Run 1, cell outlines without signal wires:
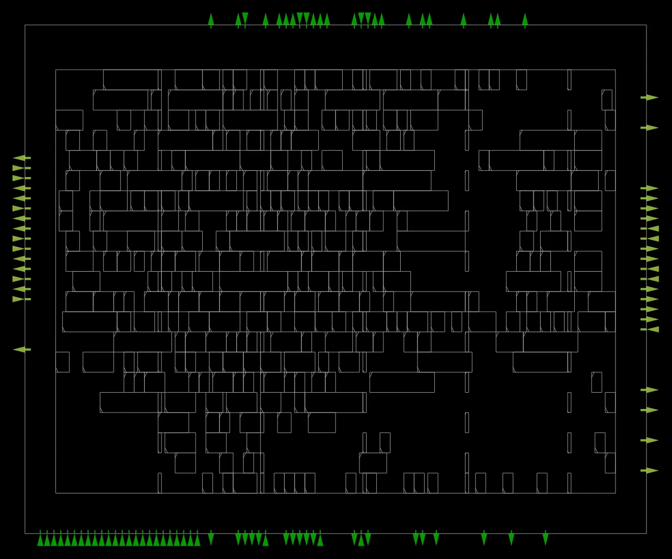
Run 1, the metal 2 layer:
The bar under the picture is 20 um long.
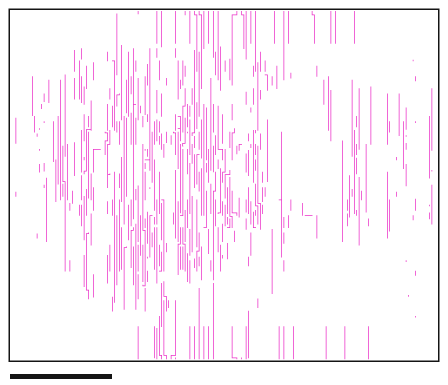
Run 1, where the registers sit:
Other sequential cells in the stronger gray, the rest of the logic in the fainter gray.
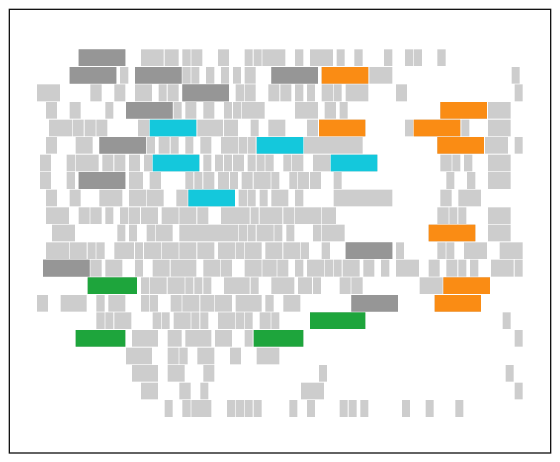
**src/rtl/uart_csr_host_if.sv**
```systemverilog
// CSR bus between the UART CSR host (master) and the UART CSR bank (slave).
// Read data is registered by the slave and is valid the cycle after ren.
interface uart_csr_host_if #(
    parameter int unsigned ADDR_W = 8,
    parameter int unsigned DATA_W = 32
);
    logic [ADDR_W-1:0] wr_addr;
    logic [DATA_W-1:0] wr_data;
    logic              wen;
    logic [ADDR_W-1:0] rd_addr;
    logic [DATA_W-1:0] rd_data;
    logic              ren;

    modport master (
        output wr_addr,
        output wr_data,
        output wen,
        output rd_addr,
        output ren,
        input  rd_data
    );

    modport slave (
        input  wr_addr,
        input  wr_data,
        input  wen,
        input  rd_addr,
        input  ren,
        output rd_data
    );
endinterface

```
**src/rtl/uart_csr_host.sv**
```systemverilog
// UART CSR host: programs baud/control after reset, pushes tx bytes through SEND_DATA plus the
// CONTROL send bit, and periodically polls STATUS to pull received bytes out of READ_DATA.
// One CSR access per FSM state; strobes are decoded from the current state.
module uart_csr_host #(
    parameter int unsigned       ADDR_W    = 8,
    parameter int unsigned       DATA_W    = 32,
    parameter logic [ADDR_W-1:0] BAUD_ADDR = 8'h00,
    parameter logic [ADDR_W-1:0] CTRL_ADDR = 8'h01,
    parameter logic [ADDR_W-1:0] STAT_ADDR = 8'h02,
    parameter logic [ADDR_W-1:0] SEND_ADDR = 8'h03,
    parameter logic [ADDR_W-1:0] READ_ADDR = 8'h04,
    parameter logic [DATA_W-1:0] BAUD_INIT = 32'd5208,
    parameter logic [DATA_W-1:0] CTRL_INIT = 32'h8,
    parameter int unsigned       SEND_BIT  = 0,
    parameter int unsigned       DV_BIT    = 0,
    parameter int unsigned       PERR_BIT  = 1,
    parameter int unsigned       POLL_IVL  = 16
) (
    input  logic            clk_i,
    input  logic            rst_i,
    uart_csr_host_if.master csr,
    input  logic [7:0]      tx_data_i,
    input  logic            tx_valid_i,
    output logic            tx_ready_o,
    output logic [7:0]      rx_data_o,
    output logic            rx_valid_o,
    input  logic            rx_ready_i,
    output logic            parity_err_o,
    output logic            init_done_o
);

    localparam int unsigned       CntW      = $clog2(POLL_IVL + 1);
    localparam logic [CntW-1:0]   CntReload = CntW'(POLL_IVL);
    localparam logic [DATA_W-1:0] SendMask  = {{(DATA_W-1){1'b0}}, 1'b1} << SEND_BIT;

    typedef enum logic [3:0] {
        StInitBaud,
        StInitCtrl,
        StIdle,
        StTxData,
        StTxGo,
        StTxRd,
        StTxChk,
        StStRd,
        StStChk,
        StRxRd,
        StRxChk,
        StRxOut
    } state_e;

    state_e          state_q, state_d;
    logic [CntW-1:0] cnt_q, cnt_d;
    logic [7:0]      tx_byte_q, tx_byte_d;
    logic [7:0]      rx_data_q, rx_data_d;
    logic            rx_valid_q, rx_valid_d;
    logic            perr_q, perr_d;
    logic            init_done_q, init_done_d;

    logic              wen, ren, tx_ready;
    logic [ADDR_W-1:0] wr_addr, rd_addr;
    logic [DATA_W-1:0] wr_data;

    // Only a few rd_data bits are decoded; fold the rest so they count as consumed.
    logic unused_rd_data;
    assign unused_rd_data = ^csr.rd_data;

    // Next-state and strobe decode; everything is held inactive while reset is asserted.
    always_comb begin
        state_d     = state_q;
        cnt_d       = cnt_q;
        tx_byte_d   = tx_byte_q;
        rx_data_d   = rx_data_q;
        rx_valid_d  = rx_valid_q;
        perr_d      = perr_q;
        init_done_d = init_done_q;
        wen         = 1'b0;
        ren         = 1'b0;
        wr_addr     = '0;
        wr_data     = '0;
        rd_addr     = '0;
        tx_ready    = 1'b0;
        if (!rst_i) begin
            unique case (state_q)
                StInitBaud: begin
                    wen     = 1'b1;
                    wr_addr = BAUD_ADDR;
                    wr_data = BAUD_INIT;
                    state_d = StInitCtrl;
                end
                StInitCtrl: begin
                    wen         = 1'b1;
                    wr_addr     = CTRL_ADDR;
                    wr_data     = CTRL_INIT;
                    init_done_d = 1'b1;
                    state_d     = StIdle;
                end
                StIdle: begin
                    tx_ready = (cnt_q != '0);
                    // An expired poll interval wins over tx so rx is never starved.
                    if (cnt_q == '0) begin
                        state_d = StStRd;
                    end else if (tx_valid_i) begin
                        tx_byte_d = tx_data_i;
                        state_d   = StTxData;
                    end else begin
                        cnt_d = cnt_q - 1'b1;
                    end
                end
                StTxData: begin
                    wen     = 1'b1;
                    wr_addr = SEND_ADDR;
                    wr_data = DATA_W'(tx_byte_q);
                    state_d = StTxGo;
                end
                StTxGo: begin
                    wen     = 1'b1;
                    wr_addr = CTRL_ADDR;
                    wr_data = CTRL_INIT | SendMask;
                    state_d = StTxRd;
                end
                StTxRd: begin
                    ren     = 1'b1;
                    rd_addr = CTRL_ADDR;
                    state_d = StTxChk;
                end
                StTxChk: begin
                    // The UART clears send_data once the byte has left; keep polling until then.
                    state_d = csr.rd_data[SEND_BIT] ? StTxRd : StIdle;
                end
                StStRd: begin
                    ren     = 1'b1;
                    rd_addr = STAT_ADDR;
                    state_d = StStChk;
                end
                StStChk: begin
                    if (csr.rd_data[PERR_BIT]) begin
                        perr_d = 1'b1;
                    end
                    if (csr.rd_data[DV_BIT]) begin
                        state_d = StRxRd;
                    end else begin
                        cnt_d   = CntReload;
                        state_d = StIdle;
                    end
                end
                StRxRd: begin
                    ren     = 1'b1;
                    rd_addr = READ_ADDR;
                    state_d = StRxChk;
                end
                StRxChk: begin
                    rx_data_d  = csr.rd_data[7:0];
                    rx_valid_d = 1'b1;
                    state_d    = StRxOut;
                end
                StRxOut: begin
                    if (rx_ready_i) begin
                        rx_valid_d = 1'b0;
                        cnt_d      = CntReload;
                        state_d    = StIdle;
                    end
                end
                default: begin
                    state_d = StInitBaud;
                end
            endcase
        end
    end

    // State and datapath registers with synchronous reset.
    always_ff @(posedge clk_i) begin
        if (rst_i) begin
            state_q     <= StInitBaud;
            cnt_q       <= CntReload;
            tx_byte_q   <= '0;
            rx_data_q   <= '0;
            rx_valid_q  <= 1'b0;
            perr_q      <= 1'b0;
            init_done_q <= 1'b0;
        end else begin
            state_q     <= state_d;
            cnt_q       <= cnt_d;
            tx_byte_q   <= tx_byte_d;
            rx_data_q   <= rx_data_d;
            rx_valid_q  <= rx_valid_d;
            perr_q      <= perr_d;
            init_done_q <= init_done_d;
        end
    end

    assign csr.wen      = wen;
    assign csr.ren      = ren;
    assign csr.wr_addr  = wr_addr;
    assign csr.wr_data  = wr_data;
    assign csr.rd_addr  = rd_addr;
    assign tx_ready_o   = tx_ready;
    assign rx_data_o    = rx_data_q;
    assign rx_valid_o   = rx_valid_q;
    assign parity_err_o = perr_q;
    assign init_done_o  = init_done_q;

endmodule

```
**src/flat_wrapper.sv**
```systemverilog
// flat-port wrapper written by rule: the top's interface ports become plain ports
module uart_csr_host_flat 
#(
    parameter int unsigned       ADDR_W    = 8,
    parameter int unsigned       DATA_W    = 32,
    parameter logic [ADDR_W-1:0] BAUD_ADDR = 8'h00,
    parameter logic [ADDR_W-1:0] CTRL_ADDR = 8'h01,
    parameter logic [ADDR_W-1:0] STAT_ADDR = 8'h02,
    parameter logic [ADDR_W-1:0] SEND_ADDR = 8'h03,
    parameter logic [ADDR_W-1:0] READ_ADDR = 8'h04,
    parameter logic [DATA_W-1:0] BAUD_INIT = 32'd5208,
    parameter logic [DATA_W-1:0] CTRL_INIT = 32'h8,
    parameter int unsigned       SEND_BIT  = 0,
    parameter int unsigned       DV_BIT    = 0,
    parameter int unsigned       PERR_BIT  = 1,
    parameter int unsigned       POLL_IVL  = 16
)
  (clk_i, rst_i, tx_data_i, tx_valid_i, tx_ready_o, rx_data_o, rx_valid_o, rx_ready_i, parity_err_o, init_done_o, csr_wr_addr, csr_wr_data, csr_wen, csr_rd_addr, csr_ren, csr_rd_data);
  uart_csr_host_if #(.ADDR_W(ADDR_W), .DATA_W(DATA_W)) csr_i ();
  input  logic clk_i;
  input  logic rst_i;
  input  logic [7:0] tx_data_i;
  input  logic tx_valid_i;
  output logic tx_ready_o;
  output logic [7:0] rx_data_o;
  output logic rx_valid_o;
  input  logic rx_ready_i;
  output logic parity_err_o;
  output logic init_done_o;
  output wire logic [$bits(csr_i.wr_addr)-1:0] csr_wr_addr;
  output wire logic [$bits(csr_i.wr_data)-1:0] csr_wr_data;
  output wire logic [$bits(csr_i.wen)-1:0] csr_wen;
  output wire logic [$bits(csr_i.rd_addr)-1:0] csr_rd_addr;
  output wire logic [$bits(csr_i.ren)-1:0] csr_ren;
  input wire logic [$bits(csr_i.rd_data)-1:0] csr_rd_data;
  assign csr_wr_addr = csr_i.wr_addr;
  assign csr_wr_data = csr_i.wr_data;
  assign csr_wen = csr_i.wen;
  assign csr_rd_addr = csr_i.rd_addr;
  assign csr_ren = csr_i.ren;
  assign csr_i.rd_data = csr_rd_data;
  uart_csr_host #(.ADDR_W(ADDR_W), .DATA_W(DATA_W), .BAUD_ADDR(BAUD_ADDR), .CTRL_ADDR(CTRL_ADDR), .STAT_ADDR(STAT_ADDR), .SEND_ADDR(SEND_ADDR), .READ_ADDR(READ_ADDR), .BAUD_INIT(BAUD_INIT), .CTRL_INIT(CTRL_INIT), .SEND_BIT(SEND_BIT), .DV_BIT(DV_BIT), .PERR_BIT(PERR_BIT), .POLL_IVL(POLL_IVL)) u_core (.clk_i(clk_i), .rst_i(rst_i), .csr(csr_i), .tx_data_i(tx_data_i), .tx_valid_i(tx_valid_i), .tx_ready_o(tx_ready_o), .rx_data_o(rx_data_o), .rx_valid_o(rx_valid_o), .rx_ready_i(rx_ready_i), .parity_err_o(parity_err_o), .init_done_o(init_done_o));
endmodule
```
**config.mk**
```make
export PLATFORM = sky130hd
export DESIGN_NAME = uart_csr_host_flat
export DESIGN_NICKNAME = d
export VERILOG_FILES = /design/src/rtl/uart_csr_host_if.sv /design/src/rtl/uart_csr_host.sv /design/src/flat_wrapper.sv
export SDC_FILE = /design/constraint.sdc
export NUM_CORES = 1
export LEC_CHECK = 0
export ABC_AREA = 1
export CORE_ASPECT_RATIO = 0.8
export CORE_MARGIN = 4
export CORE_UTILIZATION = 36
export CTS_BUF_LIST = sky130_fd_sc_hd__clkbuf_16
export CTS_CLUSTER_DIAMETER = 80
export DETAILED_ROUTE_END_ITERATION = 6
export HOLD_SLACK_MARGIN = 0.1
export PLACE_DENSITY = 0.85
export SYNTH_ARGS = -nofsm -noshare
export SYNTH_HDL_FRONTEND = slang
export SYNTH_SLANG_ARGS = --single-unit
```
**constraint.sdc**
```tcl
create_clock -name clk_i -period 2.05 [get_ports clk_i]
set_clock_uncertainty 0.2 [all_clocks]
set_input_delay 0.41 -clock clk_i [delete_from_list [all_inputs] [get_ports clk_i]]
set_output_delay 0.41 -clock clk_i [all_outputs]
set_load 0.02 [all_outputs]
```
==> summary.txt, run 1 <==
Status of the implementation.

- In the synthesized netlist the dominant register cell turns out to be dfxtp_1.
- The flow ran to the end, and the final reports show no timing, DRC or antenna violations.
- The sum of met3 wire segment lengths after detailed routing is 337 um, for reference.
- The core utilization at floorplan is 0.384, for reference.
- The last weighted congestion value of the routability-driven placer is 0.910, for reference.
- The most frequently used cell type in the post-synthesis netlist is nor2_1, for reference.
- Including well taps, the total number of placed cells is 373.
- The share of the synthesized netlist area taken by xor and xnor gates is 0, for reference.
- The gate-level netlist out of Yosys references 25 unique cell types.
- For this design the ratio of total power to cell area is 770 nW/um2.
- In this run the count of I/O pins placed on the die edge is 106.
- The smallest setup slack after layout is 0.00567 ns, for reference.
- The top cell type in the final layout, fill and taps aside, is buf_4.
- The share of total power dissipated in combinational logic is 0.399.
- The sequential fraction of design power is 0.355, for reference.
- The wire length of the first global-routing pass is 7.06 mm, for reference.
- The maximum clock frequency is 489 MHz, for reference.
- The count of routing violations after the opening detailed-route iteration is 112, for reference.
- The total number of multi-input combinational cells is 177, for reference.
- Of the cells placed in the final design, the portion with a size suffix greater than 1 is 0.249.
- The startpoint identified for the worst register-to-register timing path is u_core.cnt_q[0].
- According to the dpl log, the detail-placed design has an HPWL of 3.55 mm.
- In this run the worst setup path begins at u_core.state_q[2].
- The met2 capacity usage during global routing is 0.273, for reference.
- The amount of wire on met2 after detailed routing is 2.29 mm, for reference.
- The path class of the tightest hold or removal check is reg -> reg.
- The largest fanout on the critical path is 3, for reference.
- The synthesized area per cell is 6.83 um2, for reference.
- The fraction of cell area in sequential cells is reported as 0.241.
- Setup violations remaining at the end of the flow were counted as 0.
- dfxtp_1 takes more of the synthesized area than any other cell.
- The critical path capture point is csr_wr_data[0], for reference.
- The number of logic inverters in the finished layout is 32, for reference.
- The number of vias after detailed routing is 1,686, for reference.
- Per the detail_route log, the uppermost layer with routed signals is met4.
- The maximum number of pins on one net before global-route repair is 17, for reference.
- Yosys reported that registers with async set or reset make up 0.
- The launch point of the worst hold path is u_core.tx_byte_q[0], for reference.
- The required arrival time at the worst endpoint is 1.44 ns, for reference.
- The core box area is 4310 um2, for reference.
- The first TritonRoute pass finished after 5 iterations.
- The timing report gives the worst reg2reg path a setup slack of 0.29 ns.
- In this run the power spent charging and discharging nets is 0.643 mW.
- The clock network consumes a total of 0.446 mW.
- In this run the VDD rail shows a maximum IR drop of 438 uV.
Notes on 'cell outlines without signal wires' above:
Seq Cell Count: 28
fill count: 431
number of well-tap cells placed: 57
final std cells w/o fill: 378
final core area utilization: 0.546

Notes on 'the metal 2 layer' above:
main direction: vertical
nets with wire on the layer: 283
wire length on this layer: 2,290 um
share of all routed wire: 50%

Notes on 'where the registers sit' above:
legend:
  cyan:
    name_in_the_netlist: u_core.cnt_q
    placed_flops: 5
  green:
    name_in_the_netlist: u_core.state_q
    placed_flops: 4
  orange:
    name_in_the_netlist: u_core.rx_data_o
    placed_flops: 8

Run 1, nets reached from selected ports:
The bar under the picture is 20 um long.
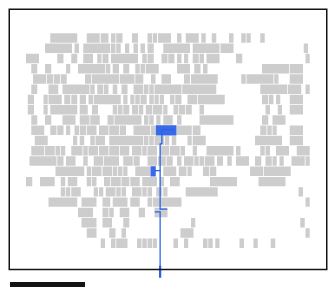

==> inputs of run 2 (changes only) <==
--- a/config.mk
+++ b/config.mk
@@ -6,14 +6,16 @@
 export NUM_CORES = 1
 export LEC_CHECK = 0
 export ABC_AREA = 1
+export CELL_PAD_IN_SITES_DETAIL_PLACEMENT = 0
+export CELL_PAD_IN_SITES_GLOBAL_PLACEMENT = 1
 export CORE_ASPECT_RATIO = 0.8
 export CORE_MARGIN = 4
-export CORE_UTILIZATION = 36
+export CORE_UTILIZATION = 24
 export CTS_BUF_LIST = sky130_fd_sc_hd__clkbuf_16
 export CTS_CLUSTER_DIAMETER = 80
 export DETAILED_ROUTE_END_ITERATION = 6
 export HOLD_SLACK_MARGIN = 0.1
-export PLACE_DENSITY = 0.85
+export PLACE_DENSITY = 0.86
 export SYNTH_ARGS = -nofsm -noshare
 export SYNTH_HDL_FRONTEND = slang
 export SYNTH_SLANG_ARGS = --single-unit
Run 2, nets reached from selected ports:
The bar under the picture is 20 um long.
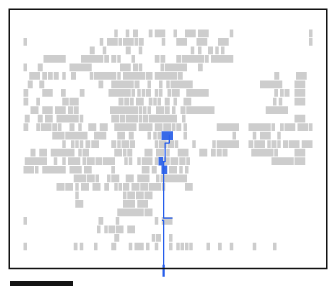
legend:
  blue:
    port: tx_valid_i
    bits: 1
    direction: input
    edge: bottom
    end_cells: 3
    buffers: 1
    wire: 47.3 um

Run 2, the metal 2 layer:
The bar under the picture is 20 um long.
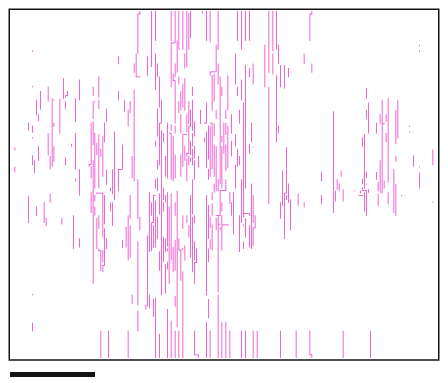
share of all routed wire: 48%
nets with wire on the layer: 287
main direction: vertical
wire length on this layer: 2,200 um
longest straight run: 38.8 um
drt total wl: 4.61 mm
total via count in the routed design: 1,643
GR Util met2: 0.191

==> run 2 against run 1 <==
Global-route usage down 4.6 points; design area up 1.8%; sequential power about the same; sequential share of layout area down 0.31 points; sequential cell count unchanged; clock power down 2%; first-iteration DRC count down 20%; combinational power about the same; largest power group unchanged; highest routed layer is now met3.
==> summary.txt, run 2 <==
Status of the implementation.

- Signal routing reaches up to met3.
- The share of the synthesized netlist area taken by xor and xnor gates is 0, for reference.
- For this run, combinational gates with multiple inputs come to 176.
- The share of cells above drive strength 1 is 0.253, for reference.
- By instance count, the leading cell after synthesis is nor2_1.
- The finished layout holds 404 standard cells, fillers aside.
- The setup slack of the worst register-to-register path is 0.31 ns, for reference.
- The maximum number of pins on one net before global-route repair is 17, for reference.
- Of the total power, combinational logic draws 0.400.
- The wire length of the first global-routing pass is 7.31 mm, for reference.
- The synthesized area per cell is 6.83 um2, for reference.
- The top flip-flop cell by instance count after synthesis is dfxtp_1, for reference.
- The launch point of the worst hold path is u_core.tx_byte_q[0], for reference.
- The flow ran to the end, and the final reports show no timing, DRC or antenna violations.
- The critical path capture point is csr_wr_data[0], for reference.
- The sequential fraction of design power is 0.357, for reference.
- The amount of wire on met2 after detailed routing is 2.20 mm, for reference.
- The core utilization at floorplan is 0.253, for reference.
- Setup slack on the critical path of the routed design comes to 0.0656 ns.
- Summed over all nets, the switching power comes to 0.632 mW.
- The count of different cell masters after synthesis is 25, for reference.
- OpenSTA lists the critical path startpoint as u_core.state_q[1].
==> inputs of run 3 (changes only) <==
--- a/config.mk
+++ b/config.mk
@@ -16,6 +16,7 @@
 export DETAILED_ROUTE_END_ITERATION = 6
 export HOLD_SLACK_MARGIN = 0.1
 export PLACE_DENSITY = 0.86
+export RECOVER_POWER = 25
 export SYNTH_ARGS = -nofsm -noshare
 export SYNTH_HDL_FRONTEND = slang
 export SYNTH_SLANG_ARGS = --single-unit
Run 3, the metal 2 layer:
The bar under the picture is 20 um long.
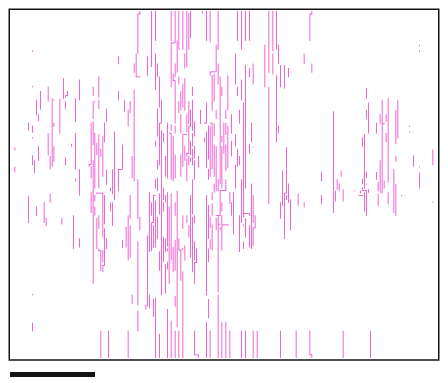
wire length on this layer: 2,200 um
longest straight run: 38.8 um
share of all routed wire: 48%

Run 3, where the registers sit:
Other sequential cells in the stronger gray, the rest of the logic in the fainter gray.
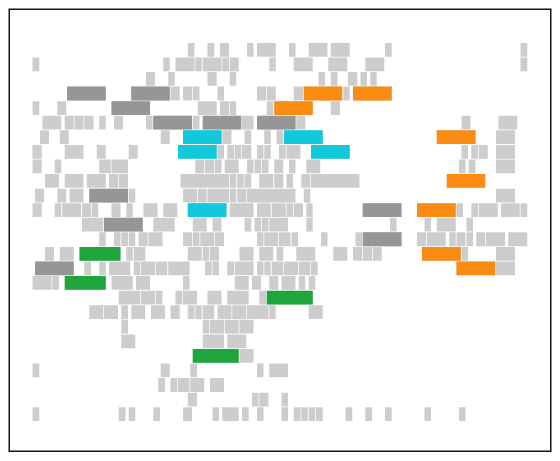
sequential cell area: 571 um2
flip-flop and latch share of the layout cell area: 0.238
power in sequential cells: 0.644 mW

==> run 3 against run 2 <==
Sequential share of layout area unchanged; non-clock buffer count did not move; design area did not move; hold slack unchanged; maximum frequency unchanged; critical path depth is the same; synthesized cell count unchanged; synthesized area unchanged; global-route usage unchanged; sequential power hardly changed; register-to-register slack hardly changed; critical path type unchanged.
==> summary.txt, run 3 <==
Status of the implementation.

- At the floorplan stage, the core utilization is reported as 0.253.
- The type of the tightest min-delay check is reg -> reg, for reference.
- Of all nets on the critical path, the largest fanout is 5.
- Once layout is complete, the utilization of the core stands at 0.366.
- The synthesized area per cell is 6.83 um2, for reference.
- 106 I/O pins were placed.
- The wire length of the first global-routing pass is 7.31 mm, for reference.
- The report lists the power per cell area as 752 nW/um2.
- The number of placed instances with taps included is 401, for reference.
- The cell-mix breakdown from Yosys lists the XOR/XNOR area share as 0.
- The flow reports power dissipated in the clock network as 0.437 mW.
- Of the cells placed in the final design, the portion with a size suffix greater than 1 is 0.253.
- The critical path in the final layout is reported with a setup slack of 0.0656 ns.
- After layout, the inverter instance count without clock inverters stands at 32.
- The critical path capture point is csr_wr_data[0], for reference.
- The worst flop-to-flop path startpoint is u_core.cnt_q[0], for reference.
- The number of sequential cells is 28, for reference.
- According to the cell report, the number of logic gates is 176.
- From the final report, the count of setup violators was given as 0.
- Of the total power, combinational logic draws 0.400.
- The flow ran to the end, and the final reports show no timing, DRC or antenna violations.
- The global routing report lists met2 layer usage as 0.191.
- The critical path endpoint has a required time of 1.44 ns.
Power and IR drop assume default switching activity.
